File: src/rtl/beat_seq_pkg.sv
// rtl/beat_seq_pkg.sv - shared types and defaults for the beat sequencer
package beat_seq_pkg;

    typedef enum logic [1:0] {
        ST_IDLE  = 2'd0,
        ST_RUN   = 2'd1,
        ST_PAUSE = 2'd2,
        ST_DONE  = 2'd3
    } state_e;

    localparam int DEF_IBEAT_W      = 12;
    localparam int DEF_SONG_W       = 2;
    localparam int DEFAULT_SONG_LEN = 4095;

endpackage

File: src/rtl/beat_step.sv
// rtl/beat_step.sv - boundary arithmetic for one beat step in either direction
module beat_step
    import beat_seq_pkg::*;
#(
    parameter int IBEAT_W = DEF_IBEAT_W
) (
    input  logic [IBEAT_W-1:0] ibeat,
    input  logic [IBEAT_W-1:0] eff_len,
    input  logic               rev,
    input  logic               loop_mode,
    output logic [IBEAT_W-1:0] next_ibeat,
    output logic               wrap_hit,
    output logic               end_hit
);

    localparam logic [IBEAT_W-1:0] ONE = IBEAT_W'(1);

    logic [IBEAT_W-1:0] last;

    always_comb begin
        last       = eff_len - ONE;
        next_ibeat = ibeat;
        wrap_hit   = 1'b0;
        end_hit    = 1'b0;
        if (!rev) begin
            if (ibeat < last) begin
                next_ibeat = ibeat + ONE;
            end else if (loop_mode) begin
                next_ibeat = '0;
                wrap_hit   = 1'b1;
            end else begin
                next_ibeat = last;
                end_hit    = 1'b1;
            end
        end else begin
            // A length that shrank under the counter snaps back to the new last beat.
            if (ibeat > last) begin
                next_ibeat = last;
            end else if (ibeat != '0) begin
                next_ibeat = ibeat - ONE;
            end else if (loop_mode) begin
                next_ibeat = last;
                wrap_hit   = 1'b1;
            end else begin
                next_ibeat = '0;
                end_hit    = 1'b1;
            end
        end
    end

endmodule

File: src/rtl/beat_sequencer.sv
// rtl/beat_sequencer.sv - beat index generator with pause, restart, song select and loop/once modes
module beat_sequencer
    import beat_seq_pkg::*;
#(
    parameter int IBEAT_W = DEF_IBEAT_W,
    parameter int SONG_W  = DEF_SONG_W
) (
    input  logic               clk,
    input  logic               reset_n,
    input  logic               beat_en,
    input  logic               play_pause,
    input  logic               restart,
    input  logic               rev,
    input  logic               loop_mode,
    input  logic [SONG_W-1:0]  song_sel,
    input  logic [IBEAT_W-1:0] song_len,
    output logic [IBEAT_W-1:0] ibeat,
    output logic [SONG_W-1:0]  cur_song,
    output logic               playing,
    output logic               done,
    output logic               wrap,
    output logic               song_chg
);

    localparam logic [IBEAT_W-1:0] ONE = IBEAT_W'(1);

    state_e             state_q, state_d;
    logic [IBEAT_W-1:0] ibeat_q, ibeat_d;
    logic [SONG_W-1:0]  cur_song_q, cur_song_d;
    logic               playing_q, playing_d;
    logic               done_q, done_d;
    logic               wrap_q, wrap_d;
    logic               song_chg_q, song_chg_d;

    logic [IBEAT_W-1:0] eff_len;
    logic [IBEAT_W-1:0] last;
    logic [IBEAT_W-1:0] start;
    logic [IBEAT_W-1:0] next_ibeat;
    logic               wrap_hit;
    logic               end_hit;
    logic               chg;
    logic               jump;
    logic               step;

    assign eff_len = (song_len == '0) ? ONE : song_len;
    assign last    = eff_len - ONE;
    assign start   = rev ? last : '0;

    beat_step #(
        .IBEAT_W (IBEAT_W)
    ) u_beat_step (
        .ibeat      (ibeat_q),
        .eff_len    (eff_len),
        .rev        (rev),
        .loop_mode  (loop_mode),
        .next_ibeat (next_ibeat),
        .wrap_hit   (wrap_hit),
        .end_hit    (end_hit)
    );

    always_comb begin
        chg  = (song_sel != cur_song_q);
        jump = chg | restart;
        // A restart or song change owns ibeat this cycle; any coincident tick is dropped.
        step = (state_q == ST_RUN) & beat_en & play_pause & ~jump;

        ibeat_d    = ibeat_q;
        cur_song_d = cur_song_q;
        if (jump) begin
            ibeat_d = start;
        end else if (step) begin
            ibeat_d = next_ibeat;
        end
        if (chg) begin
            cur_song_d = song_sel;
        end

        state_d = state_q;
        case (state_q)
            ST_IDLE:  if (play_pause) state_d = ST_RUN;
            ST_RUN: begin
                if (!play_pause)          state_d = ST_PAUSE;
                else if (step && end_hit) state_d = ST_DONE;
            end
            ST_PAUSE: if (play_pause) state_d = ST_RUN;
            ST_DONE:  if (jump) state_d = play_pause ? ST_RUN : ST_PAUSE;
            default:  state_d = ST_IDLE;
        endcase

        playing_d  = (state_d == ST_RUN);
        done_d     = (state_d == ST_DONE);
        wrap_d     = step & wrap_hit;
        song_chg_d = chg;
    end

    always_ff @(posedge clk or negedge reset_n) begin
        if (!reset_n) begin
            state_q    <= ST_IDLE;
            ibeat_q    <= '0;
            cur_song_q <= '0;
            playing_q  <= 1'b0;
            done_q     <= 1'b0;
            wrap_q     <= 1'b0;
            song_chg_q <= 1'b0;
        end else begin
            state_q    <= state_d;
            ibeat_q    <= ibeat_d;
            cur_song_q <= cur_song_d;
            playing_q  <= playing_d;
            done_q     <= done_d;
            wrap_q     <= wrap_d;
            song_chg_q <= song_chg_d;
        end
    end

    assign ibeat    = ibeat_q;
    assign cur_song = cur_song_q;
    assign playing  = playing_q;
    assign done     = done_q;
    assign wrap     = wrap_q;
    assign song_chg = song_chg_q;

endmodule

File: config.mk
export PLATFORM = sky130hd
export DESIGN_NAME = beat_sequencer
export DESIGN_NICKNAME = d
export VERILOG_FILES = /design/src/rtl/beat_seq_pkg.sv /design/src/rtl/beat_step.sv /design/src/rtl/beat_sequencer.sv
export SDC_FILE = /design/constraint.sdc
export NUM_CORES = 1
export LEC_CHECK = 0
export CAP_MARGIN = 10
export CORE_UTILIZATION = 54
export CTS_CLUSTER_DIAMETER = 200
export DETAILED_ROUTE_END_ITERATION = 10
export GPL_TIMING_DRIVEN = 0
export PLACE_DENSITY = 0.8
export SYNTH_ARGS = -nofsm -noshare
export SYNTH_HDL_FRONTEND = slang
export SYNTH_SLANG_ARGS = --single-unit
File: constraint.sdc
create_clock -name clk -period 4.3 [get_ports clk]
set_input_delay 0.86 -clock clk [delete_from_list [all_inputs] [get_ports clk]]
set_output_delay 0.86 -clock clk [all_outputs]
set_load 0.1 [all_outputs]
Figure 1. Clock nets.
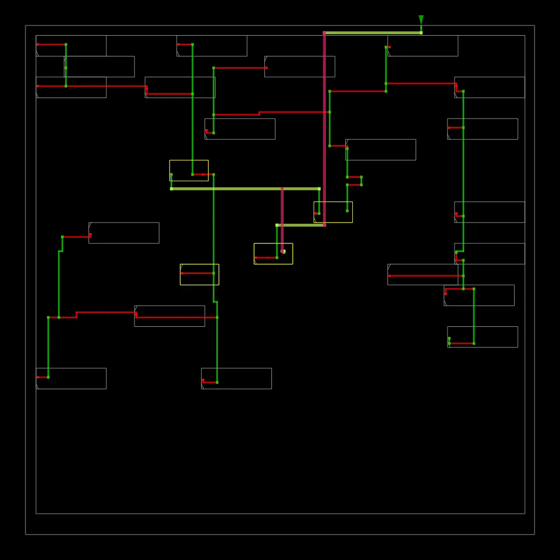
Flops: 20
Clock Latency Late Sink: 0.27 ns
CTS buffer count: 3
CTS sink cnt: 20
Clock Power: 157 uW

Figure 2. Pin map.
Pins as bars across the die edge, other pins in gray.
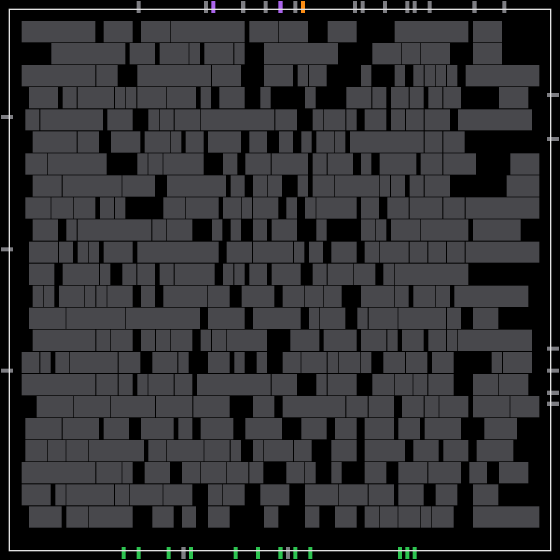
| port | color | pins | direction | edge |
|---|---|---|---|---|
| `song_len` | green | 12 | input | bottom |
| `restart` | orange | 1 | input | top |
| `cur_song` | purple | 2 | output | top |
die height: 66.6 um
die width: 66.6 um
I/O Buffers: 35

Figure 3. Signal wires by layer.
Two of the layers only.
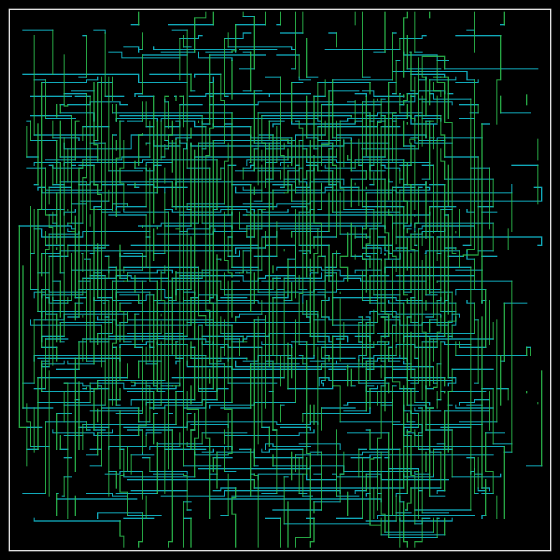
| layer | color | wire length |
|---|---|---|
| met1 | cyan | 3,310 um |
| met2 | green | 3,860 um |
drt total wl: 8.07 mm
Tot GR Track Use: 0.368

==> impl_metrics.yaml <==
# yosys + openroad results
clock_tree:
  cts_root_buf: "clkbuf_8"
  cts_tree: "yes"
yosys:
  postSynthAreaPerCell_um2: 8.01
  post-synth-top-count-cell: "nor2_1"
  edf_count: 0
  yosys_cells: 281
  common_cells: "26 x nor2_1, 20 x dfrtp_1, 20 x xnor2_1"
final_timing:
  setup_slack_ns: -0.127
  finalSetupViolCount: 11
  post-route-min-period_ns: 4.43
  finalCritPeriodShare: 1.03
  finClkSkew_ns: 0.00251
hold_path:
  hold_class: "reg2reg"
power:
  p_total_uw: 915
  power-top-group: "combinational cells"
  seqPwrFrac: 0.245
route:
  drt-pass1-iter-count: 5
  drc: 0
setup_path:
  max_stage_delay_ns: 0.54
  crit_chain: "buf_8, or4_4, nor3_2, or2_4, inv_4, ha_4, nor3b_4, nand2b_1, nor3_2, xnor2_1, ha_1, buf_6, nand4b_1, mux2i_4, o31ai_4, and2_4, buf_12, buf_6, buf_8, mux2i_1, o211ai_1, o211ai_1"
cells_and_area:
  clock_area_frac: 0.0170
  post-route-util: 0.808
  mostFrequentLayoutCell: "nor2_1"
  layout.nonclk_buf_frac: 0.224
global_routing:
  antenna_found_initial: 0
  gr-total-overflow: 0
  grt_pass1_vias: 2423
  grt_pass1_wl_mm: 12.1
status:
  failed_checks: "setup timing"
  outcome: "finished with violations"
[kinds of logic after synthesis]
group	after synthesis	synth area share
DFF	20	0.222
and+or+nand+nor	111	0.261
buffers and inverters	27	0.0528
muxes	7	0.0372
AOI/OAI and AO/OA	76	0.248
adders and majority gates	14	0.0778
xor gates and xnor gates	26	0.101
[worst max-delay path by stage]
| stage | to | slack (ns) | depth (start not counted) |
|---|---|---|---|
| floorplan | ibeat[9] | -0.04 | 20 |
| global route | ibeat[3] | -0.24 | 22 |
| finish | ibeat[0] | -0.13 | 22 |
| global placement | ibeat[9] | -1.07 | 21 |
| CTS | ibeat[5] | -0.06 | 20 |
| detailed placement | ibeat[9] | -1.13 | 21 |
No activity file was given, so power comes from the tool's default toggle rates.
